## config.mk

```make
export PLATFORM = sky130hd
export DESIGN_NAME = result_select_reg
export DESIGN_NICKNAME = d
export VERILOG_FILES = /design/src/rtl/result_sel_pkg.sv /design/src/rtl/result_mux.sv /design/src/rtl/result_select_reg.sv
export SDC_FILE = /design/constraint.sdc
export NUM_CORES = 1
export LEC_CHECK = 0
export CORE_MARGIN = 2
export CORE_UTILIZATION = 34
export CTS_CLUSTER_DIAMETER = 40
export DETAILED_ROUTE_END_ITERATION = 10
export GPL_ROUTABILITY_DRIVEN = 0
export PLACE_DENSITY = 0.81
export SLEW_MARGIN = 20
export SYNTH_ARGS = -nofsm -noshare
export SYNTH_HDL_FRONTEND = slang
export SYNTH_SLANG_ARGS = --single-unit
```

## constraint.sdc

```tcl
create_clock -name clk -period 3.78 [get_ports clk]
set_clock_uncertainty 0.2 [all_clocks]
set_input_delay 1.134 -clock clk [delete_from_list [all_inputs] [get_ports clk]]
set_output_delay 1.134 -clock clk [all_outputs]
set_load 0.02 [all_outputs]
```

## src/rtl/result_sel_pkg.sv

```systemverilog
// Shared types and source-index constants for the result select register.
// Imported by result_mux and result_select_reg.
package result_sel_pkg;

    typedef enum logic {
        RS_IDLE = 1'b0,
        RS_WAIT = 1'b1
    } rs_state_t;

    localparam int SRC_LO    = 0;
    localparam int SRC_HI    = 1;
    localparam int SRC_LT    = 2;
    localparam int SRC_ALU   = 3;
    localparam int SRC_OR    = 4;
    localparam int SRC_SHIFT = 5;

endpackage

```

## src/rtl/result_mux.sv

```systemverilog
// Combinational N-way result source multiplexer.
// An index at or beyond NSRC selects zero.
module result_mux
    import result_sel_pkg::*;
#(
    parameter int WIDTH = 32,
    parameter int NSRC  = 6,
    parameter int SELW  = $clog2(NSRC)
) (
    input  logic [NSRC*WIDTH-1:0] i_data,
    input  logic [SELW-1:0]       i_sel,
    output logic [WIDTH-1:0]      o_data
);

    // Pick the indexed slice; no match leaves the zero default
    always_comb begin
        o_data = '0;
        for (int k = 0; k < NSRC; k++) begin
            if (int'(i_sel) == k) begin
                o_data = i_data[k*WIDTH +: WIDTH];
            end
        end
    end

endmodule

```

## src/rtl/result_select_reg.sv

```systemverilog
// Registered result-source select with ready-wait and done handshake.
// Optional wait timeout enabled by defining RESULT_SEL_TIMEOUT_EN.
module result_select_reg
    import result_sel_pkg::*;
#(
    parameter int WIDTH   = 32,
    parameter int NSRC    = 6,
    parameter int SELW    = $clog2(NSRC),
    parameter int TIMEOUT = 64
) (
    input  logic                  clk,
    input  logic                  reset,
    input  logic                  req_i,
    input  logic [SELW-1:0]       sel_i,
    input  logic [NSRC*WIDTH-1:0] src_data_i,
    input  logic [NSRC-1:0]       src_ready_i,
    output logic [WIDTH-1:0]      out_o,
    output logic                  done_o,
    output logic                  busy_o,
    output logic                  invalid_o,
    output logic                  timeout_o
);

    rs_state_t        r_state;
    logic [SELW-1:0]  r_sel;
    logic [WIDTH-1:0] r_out;
    logic             r_done;
    logic             r_busy;
    logic             r_invalid;

    logic [SELW-1:0]  w_idx;
    logic [WIDTH-1:0] w_mux;
    logic             w_rdy;
    logic             w_in_range;

`ifdef RESULT_SEL_TIMEOUT_EN
    localparam int CNTW = $clog2(TIMEOUT) + 1;
    logic [CNTW-1:0] r_cnt;
    logic            r_timeout;
`endif

    assign w_idx = (r_state == RS_WAIT) ? r_sel : sel_i;

    result_mux #(
        .WIDTH (WIDTH),
        .NSRC  (NSRC),
        .SELW  (SELW)
    ) u_mux (
        .i_data (src_data_i),
        .i_sel  (w_idx),
        .o_data (w_mux)
    );

    // Ready flag and range check for the currently addressed source
    always_comb begin
        w_rdy      = 1'b0;
        w_in_range = 1'b0;
        for (int k = 0; k < NSRC; k++) begin
            if (int'(w_idx) == k) begin
                w_rdy      = src_ready_i[k];
                w_in_range = 1'b1;
            end
        end
    end

    // Capture FSM: accept request, wait for source, pulse done
    always_ff @(posedge clk) begin
        if (reset) begin
            r_state   <= RS_IDLE;
            r_sel     <= '0;
            r_out     <= '0;
            r_done    <= 1'b0;
            r_busy    <= 1'b0;
            r_invalid <= 1'b0;
`ifdef RESULT_SEL_TIMEOUT_EN
            r_cnt     <= '0;
            r_timeout <= 1'b0;
`endif
        end else begin
            r_done    <= 1'b0;
            r_invalid <= 1'b0;
`ifdef RESULT_SEL_TIMEOUT_EN
            r_timeout <= 1'b0;
`endif
            unique case (r_state)
                RS_IDLE: begin
                    if (req_i) begin
                        r_sel <= sel_i;
                        if (!w_in_range) begin
                            r_out     <= '0;
                            r_done    <= 1'b1;
                            r_invalid <= 1'b1;
                        end else if (w_rdy) begin
                            r_out  <= w_mux;
                            r_done <= 1'b1;
                        end else begin
                            r_state <= RS_WAIT;
                            r_busy  <= 1'b1;
`ifdef RESULT_SEL_TIMEOUT_EN
                            r_cnt   <= '0;
`endif
                        end
                    end
                end
                RS_WAIT: begin
                    if (w_rdy) begin
                        r_out   <= w_mux;
                        r_done  <= 1'b1;
                        r_busy  <= 1'b0;
                        r_state <= RS_IDLE;
`ifdef RESULT_SEL_TIMEOUT_EN
                    end else if (r_cnt == CNTW'(TIMEOUT - 1)) begin
                        r_out     <= '0;
                        r_done    <= 1'b1;
                        r_timeout <= 1'b1;
                        r_busy    <= 1'b0;
                        r_state   <= RS_IDLE;
                    end else begin
                        r_cnt <= r_cnt + 1'b1;
`endif
                    end
                end
                default: r_state <= RS_IDLE;
            endcase
        end
    end

    assign out_o     = r_out;
    assign done_o    = r_done;
    assign busy_o    = r_busy;
    assign invalid_o = r_invalid;

`ifdef RESULT_SEL_TIMEOUT_EN
    assign timeout_o = r_timeout;
`else
    // No wait limit in this build; TIMEOUT is referenced only here
    assign timeout_o = 1'b0 & (TIMEOUT > 0);
`endif

endmodule

```

==> impl_metrics.ini, run 1 <==
; physical design summary
[worst_setup_path]
cp_slowest_cell = o32ai_4
startpoint_type = primary input
crit_family = AND-OR/OR-AND gates
crit_type = in2reg
critical_path_buf_inv_count = 2

[clocking]
numCtsBuffers = 5
clk_path_buf_depth = 2
holdBufCountCts = 0
clk_pin_slew_ns = 0.07

[power]
combPwrFrac_pct = 47.6
power.internal_mw = 0.998
leakage_nw = 2.20

[cells_and_area]
lay_top_count = clkdlybuf4s50_1
layout_top_cells = clkdlybuf4s50_1, nand2_1, o21ai_0
nets = 887
syn_to_final_growth_pct = 86.4

[global_routing]
grt_pass1_wl_um = 23100
grt.overflow.total = 0
grt_pass1_vias = 4605

[routing]
vias_per_cell = 5.75
drtAntennaViolNets = 0
first_iter_violations = 275

[synth]
synth-edff-count = 0
synth_top_flop_cell = dfxtp_1
yosysWarnings = 0

[placed_design]
hpwlAfterDp_um = 11700

[run]
max-cap-violations = 0

[final_timing]
max-slew-margin-rel_pct = 29.7
period_minus_slack_ns = 3.57
tightest_slew_ns = 1.05
hold_viol = 0

[run_status]
status = complete, no violations

[floorplan]
fp-row-count = 34
[run 1: Yosys cell counts, drive strengths merged (6+ instances only)]
cell type  instances
a22oi              9
dfxtp             39
mux2i              6
o21ai             67
buf               11
a21oi             25
nand3             22
nand2b            15
o311a              9
nor2              60
o221ai            20
a221oi             9
nand2             65
clkbuf            32
o2bb2ai           23
[run 1: registers in the layout, summed over array words and instances, names as in the netlist]
register,cells
r_sel,3
out_o,32
r_state,1
done_o,1
busy_o,1
invalid_o,1
[run 1: final cells by class]
cell class,count,area (um^2)
Clock inverter,1,7.51
Fill cell,743,2990
Sequential cell,39,781
Clock buffer,7,96.3
Multi-Input combinational cell,372,2210
Inverter,1,3.75
Tap cell,108,135
Timing Repair Buffer,264,2580
[run 1: metrics by stage]
stage               hold WS [ns]  cells  instance area, um^2  util, %
floorplan                  0.343    455                 3120        -
global placement           0.243    784                 5710     64.8
detailed placement         0.246    784                 5710     64.8
CTS                        0.267    792                 5810     66.0
global route               0.291    792                 5810     66.0
finish                     0.264    792                 5810     66.0
[run 1: worst reg2reg max path: cells and delay by family, from the launching register on]
kind	cells	cell delay (ns)
DFF	1	0.93
and+or+nand+nor	2	0.51
AOI/OAI and AO/OA	3	1.40
[run 1: logic make-up (layout without fill, tap and decap cells)]
| logic type | Yosys count | count (layout) | synth area share, % |
|---|---|---|---|
| and+or+nand+nor | 186 | 186 | 27.5 |
| DFF | 39 | 39 | 25.0 |
| other | 1 | 1 | 0.120 |
| buffers and inverters | 44 | 273 | 5.78 |
| AOI/OAI and AO/OA | 178 | 178 | 39.2 |
| muxes | 7 | 7 | 2.41 |
[run 1: per-layer routing]
layer	GRT usage (%)	part of all wire (%)	vias to the layer above
li1	-	-	2143
met1	32.2	37	2106
met2	52.5	50	261
met3	7.73	9.6	47
met4	13.0	3.5	0
met5	0	0	-
[run 1: power by group through the flow]
| stage | clock (mW) | sequential, mW | combinational [mW] |
|---|---|---|---|
| final | 0.319 | 0.474 | 0.721 |
| after global placement | 0 | 0.481 | 0.704 |
| after floorplan | 0 | 0.503 | 0.299 |
| after CTS | 0.324 | 0.473 | 0.718 |
| after global routing | 0.345 | 0.478 | 0.778 |
| after detailed placement | 0 | 0.481 | 0.715 |
[run 1: worst min path at each step]
stage | startpoint | end
detailed placement | out_o[18] | out_o[18]
CTS | out_o[18] | out_o[18]
floorplan | out_o[24] | out_o[24]
finish | out_o[18] | out_o[18]
global route | out_o[18] | out_o[18]
global placement | out_o[22] | out_o[22]
==> run_1/layers.png <==
Bar = 20 um.
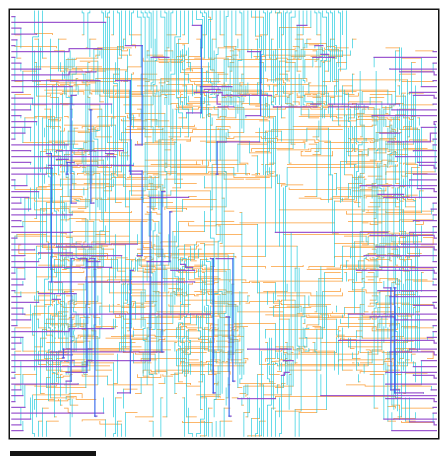
Key: M3 = purple [wire length 1450 um]; M4 = blue [wire length 528 um]; M1 = orange [wire length 5560 um]; M2 = cyan [wire length 7590 um]
WL/cell: 19.1 um
vias: 4557
GRT Total Usage: 29.2%

==> run_1/clock_wires.png <==
Bar = 20 um.
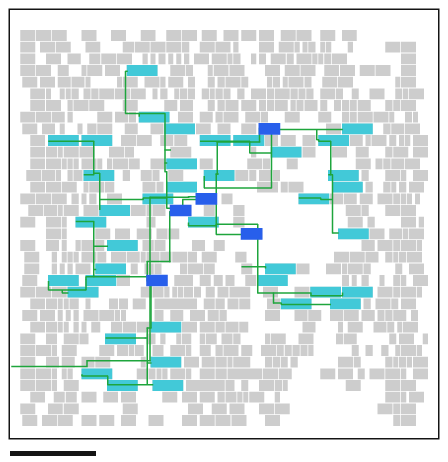
Key: flip-flops = cyan [count 39]; clock wires = green [length 547 um]; clock-net drivers = blue [count 5]
There are 6 routed clock nets.
Clk. pwr: 0.319 mW
clk latency late pin: 0.29 ns
clock network fraction of total power: 21.1%

==> run_1/ff_map.png <==
Other sequential cells in the stronger grey, the rest of the logic in the fainter grey.
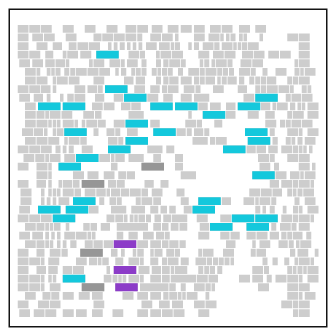
Key: out_o = cyan [sequential cells 32]; r_sel = purple [sequential cells 3]
Another 4 sequential cells are not coloured.
Layout Utilization: 66.0%
storage element area: 781 um^2

==> inputs of run 2 (changes only) <==
--- a/config.mk
+++ b/config.mk
@@ -5,12 +5,13 @@
 export SDC_FILE = /design/constraint.sdc
 export NUM_CORES = 1
 export LEC_CHECK = 0
-export CORE_MARGIN = 2
-export CORE_UTILIZATION = 34
+export CORE_AREA = 2 2 92 94
 export CTS_CLUSTER_DIAMETER = 40
 export DETAILED_ROUTE_END_ITERATION = 10
+export DIE_AREA = 0 0 94 96
+export DONT_BUFFER_PORTS = 1
 export GPL_ROUTABILITY_DRIVEN = 0
-export PLACE_DENSITY = 0.81
+export PLACE_DENSITY = 0.53
 export SLEW_MARGIN = 20
 export SYNTH_ARGS = -nofsm -noshare
 export SYNTH_HDL_FRONTEND = slang
==> run_2/ff_map.png <==
Other sequential cells in the stronger grey, the rest of the logic in the fainter grey.
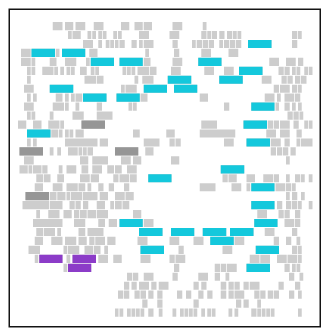
Key: r_sel = purple [sequential cells 3]; out_o = cyan [sequential cells 32]
Another 4 sequential cells are not coloured.

==> run 2 against run 1 <==
Power decreased by 17%. Sequential cell count unchanged. Clock power increased by 12%. Fmax increased by 16%. Core utilization decreased by 24 points. Register-to-register slack improved by 0.04 ns. Via count decreased by 22%. Wire length decreased by 18%. Synthesized cell count unchanged. Highest routed layer unchanged. Critical endpoint is now out_o[25]. Critical path type is now reg2reg.
==> impl_metrics.ini, run 2 <==
; physical design summary
[synth]
synth-edff-count = 0
simple_gate_share_pct = 27.5
mux_share_pct = 2.41
most_common_cell = nand2_1
yosysWarnings = 0
synth_top_flop_cell = dfxtp_1
top_logic_kind = AND-OR/OR-AND gates
xor_area_share_pct = 0

[routing]
first_iter_violations = 134
via_count = 3535
wl_per_cell_um = 22.9
drc = 0
drtAntennaViolNets = 0
vias_per_cell = 6.52

[power]
combPwrFrac_pct = 30.9
clock_power_share_pct = 28.4
leakage_nw = 1.25
power.internal_mw = 0.795

[global_routing]
grt_pass1_vias = 3219
grt_pass1_wl_um = 17600
grt.overflow.total = 0
grt_usage_pct = 25.4

[clocking]
cts-root-buf = clkbuf_8
clk_path_buf_depth = 2
insertion_delay_ns = 0.29
holdBufCountCts = 0
numCtsBuffers = 5
clk_pin_slew_ns = 0.09

[cells_and_area]
largest_reg_flops = 32
flop_area_um2 = 781
fin_area_um2 = 3370
nets = 640
final-comb-area_um2 = 2210
lay_top_count = nand2_1
layout_top_cells = nand2_1, o21ai_0, nor2_1

[run_status]
status = complete, no violations

[final_timing]
hold_viol = 0
max-slew-margin-rel_pct = 33.5
period_minus_slack_ns = 3.07

[floorplan]
fp-row-count = 33

[worst_setup_path]
startpoint_type = flop
crit_family = simple AND/OR/NAND/NOR gates
critical_path_buf_inv_count = 2
crit_type = reg2reg

[run]
max-cap-violations = 0
==> run_2/pinout.png <==
Pins as bars across the die edge, other pins in grey.
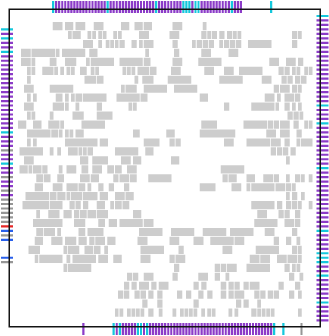
Key: src_data_i = purple [pins 192, direction input, edge 59 right, 54 top, 49 bottom, 30 left]; sel_i = blue [pins 3, direction input, edge left]; busy_o = red [pins 1, direction output, edge left]; out_o = cyan [pins 32, direction output, edge 10 right, 10 top, 7 bottom, 5 left]
All pins by edge: 69 right, 64 top, 57 bottom, 50 left.

[run 2: cell count changes in the layout (fill, tap and decap cells not counted), sizes merged]
| cell | change |
|---|---|
| clkdlybuf4s50 | -238 |
| clkinv | +2 |
| buf | -9 |
| clkinvlp | -1 |
| clkbuf | -2 |
| bufinv | +1 |
[run 2: per-layer routing]
layer,global-route usage (%),vias up,share of wire (%)
li1,-,1649,-
met1,29.4,1667,38
met2,45.1,205,49
met3,8.61,14,11
met4,6.40,0,1.6
met5,0,-,0
[run 2: worst paths after layout]
check	slack, ns	depth (start not counted)	endpoint	start
setup / recovery	0.71	8	out_o[25]	r_state
setup reg to reg	0.71	8	out_o[25]	r_state
hold / removal	0.38	1	out_o[20]	out_o[20]
hold reg to reg	0.38	1	out_o[20]	out_o[20]
[run 2: power groups by stage]
stage	combinational [mW]	sequential, mW	clock, mW
after floorplan	0.299	0.503	0
after global placement	0.383	0.523	0
after detailed placement	0.390	0.521	0
after CTS	0.390	0.512	0.367
after global routing	0.432	0.517	0.382
final	0.388	0.512	0.357
[run 2: through the flow]
| step | setup WS (ns) | hold slack [ns] | instances | util [%] |
|---|---|---|---|---|
| floorplan | 0.606 | 0.343 | 455 | - |
| global placement | 0.527 | 0.365 | 534 | 40.4 |
| detailed placement | 0.459 | 0.367 | 534 | 40.4 |
| CTS | 0.719 | 0.382 | 542 | 41.8 |
| global route | 0.518 | 0.387 | 542 | 41.8 |
| finish | 0.706 | 0.379 | 542 | 41.8 |
[run 2: worst reg2reg max path, cell delays in order, from the launching register on]
cell       delay, ns
dfxtp_1         0.73
buf_4           0.29
mux2i_4         0.08
and2_0          0.18
a32o_1          0.30
or3b_1          0.59
o21ai_2         0.19
buf_4           0.27
o2bb2ai_1       0.12
[run 2: kinds of logic after synthesis]
| logic type | after synthesis |
|---|---|
| AND-OR/OR-AND | 178 |
| AND/OR/NAND/NOR | 186 |
| buffers and inverters | 44 |
| other | 1 |
| multiplexers | 7 |
| flip-flops | 39 |
[run 2: layout make-up]
class                           count  area share (%)
Sequential cell                    39            23.2
Multi-Input combinational cell    372            65.7
Clock inverter                      3            1.30
Tap cell                          105            3.90
Inverter                            1           0.111
Clock buffer                        5            2.04
Timing Repair Buffer               17            3.79
==> inputs of run 3 (changes only) <==
==> constraint.sdc (replaced) <==
create_clock -name clk -period 3.1 [get_ports clk]
set_clock_uncertainty 0.2 [all_clocks]
set_input_delay 0.93 -clock clk [delete_from_list [all_inputs] [get_ports clk]]
set_output_delay 0.93 -clock clk [all_outputs]
set_load 0.02 [all_outputs]
==> run_3/layers.png <==
Bar = 20 um.
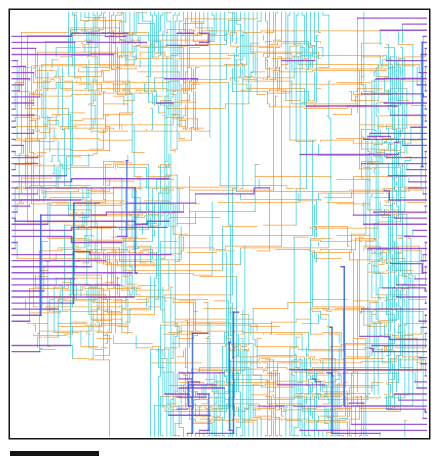
Key: M2 = cyan [wire length 5990 um]; M4 = blue [wire length 247 um]; M3 = purple [wire length 1330 um]; M1 = orange [wire length 4800 um]

==> run 3 against run 2 <==
Final area up 2.6%. Clock power rose by 22%. Die area stayed put. Power increased by 23%. Via count up 2.1%. Register-to-register slack worse by 0.26 ns. Final cell count rose by 1.8%. Area after synthesis is the same.
==> impl_metrics.ini, run 3 <==
; physical design summary
[power]
combPwrFrac_pct = 31.8
leakage_nw = 1.30
pwr-share-seq_pct = 40.2
power.internal_mw = 0.986
peakVddDrop_uv = 292
clock_power_share_pct = 28.0

[placed_design]
hpwlAfterDp_um = 9430

[global_routing]
grt_pass1_vias = 3560
grt_usage_pct = 26.1
grt_pass1_wl_um = 18300

[cells_and_area]
lay_top_count = nand2_1
final_util_pct = 42.9
layout_top_cells = nand2_1, o21ai_0, nor2_1
syn_to_final_growth_pct = 10.8
fill_cells = 838
nets = 650
largest_reg_flops = 32

[final_timing]
hold_viol = 0
period_minus_slack_ns = 2.66
hold_ws_ns = 0.376
tightest_slew_ns = 0.674
max-slew-margin-rel_pct = 55.0

[clocking]
numCtsBuffers = 5
cts-root-buf = clkbuf_8
holdBufCountCts = 0
clk_path_buf_depth = 2
insertion_delay_ns = 0.29

[run]
max-cap-violations = 0

[worst_setup_path]
cp_slowest_cell = dfxtp_1
startpoint_type = flop
crit_type = reg2reg

[routing]
first_iter_violations = 126
wl_per_cell_um = 22.4
via_count = 3608
drc = 0
drtAntennaViolNets = 0
vias_per_cell = 6.54

[synth]
most_common_cell = nand2_1
ys_cells = 455
synth.top_cell.area_share_pct = 25.0
yosysWarnings = 0
synth_top_flop_cell = dfxtp_1
yosys-top-cells-count = nand2_1, nor2_1, o21ai_0

[floorplan]
fp-row-count = 33
core_area_um2 = 8050

[run_status]
status = complete, no violations
==> run_3/clock_nets.png <==
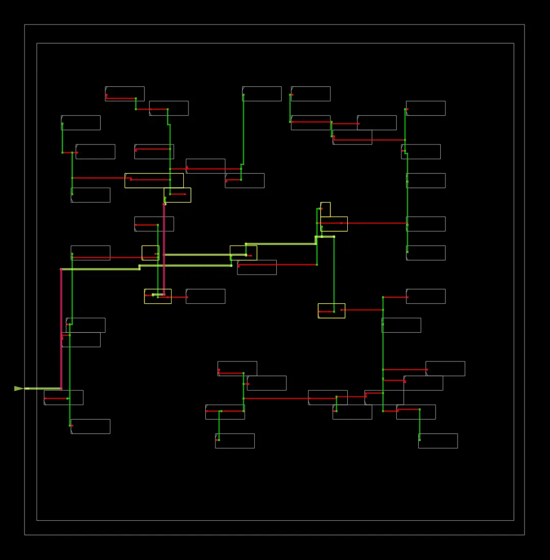
CLK BUF: 5
Clk. pwr: 0.434 mW

-- run 3: path summary, 6_finish.rpt --
| check | end | cells past startpoint | slack, ns | startpoint |
|---|---|---|---|---|
| max reg2reg | out_o[9] | 7 | 0.44 | r_state |
| min reg2reg | out_o[25] | 1 | 0.38 | out_o[25] |
| max | out_o[9] | 7 | 0.44 | r_state |
| min | out_o[25] | 1 | 0.38 | out_o[25] |
-- run 3: metal layers --
metal | global-route usage (%) | part of all wire, %
met1 | 29.8 | 39
met2 | 46.4 | 48
met3 | 8.93 | 11
met4 | 7.73 | 2.0
met5 | 0 | 0
-- run 3: metrics by stage --
| step | worst slack [ns] | area (um^2) | std cells |
|---|---|---|---|
| global route | 0.320 | 3460 | 552 |
| detailed placement | 0.186 | 3340 | 544 |
| finish | 0.444 | 3460 | 552 |
| CTS | 0.444 | 3460 | 552 |
| floorplan | 0.130 | 3120 | 455 |
| global placement | 0.241 | 3340 | 544 |
-- run 3: final cells by class --
| class | instances | area [um^2] | share of cell area (%) |
|---|---|---|---|
| Clock buffer | 5 | 68.8 | 1.99 |
| Clock inverter | 3 | 43.8 | 1.27 |
| Inverter | 1 | 3.75 | 0.109 |
| Multi-Input combinational cell | 372 | 2210 | 64.0 |
| Sequential cell | 39 | 781 | 22.6 |
| Tap cell | 105 | 131 | 3.80 |
| Timing Repair Buffer | 27 | 215 | 6.23 |
-- run 3: cells by family (layout without fill, tap and decap cells) --
logic type | after synthesis | after routing | share of synthesized area [%]
other | 1 | 1 | 0.120
flip-flops | 39 | 39 | 25.0
buffers and inverters | 44 | 36 | 5.78
multiplexers | 7 | 7 | 2.41
AND/OR/NAND/NOR | 186 | 186 | 27.5
AND-OR/OR-AND | 178 | 178 | 39.2
-- run 3: power groups by stage --
stage	logic [mW]	registers, mW	clock network (mW)
after CTS	0.495	0.623	0.445
after floorplan	0.365	0.613	0
final	0.493	0.623	0.434
after detailed placement	0.494	0.634	0
after global placement	0.486	0.636	0
after global routing	0.554	0.628	0.464
-- run 3: worst max-delay path: cells and delay by family, from the launching register on --
family / cells / cell delay, ns
flops: 1 / 0.60
compound gates: 2 / 0.77
simple gates: 3 / 0.56
buf+inv: 2 / 0.41
Power is estimated from default activity; no workload was simulated.
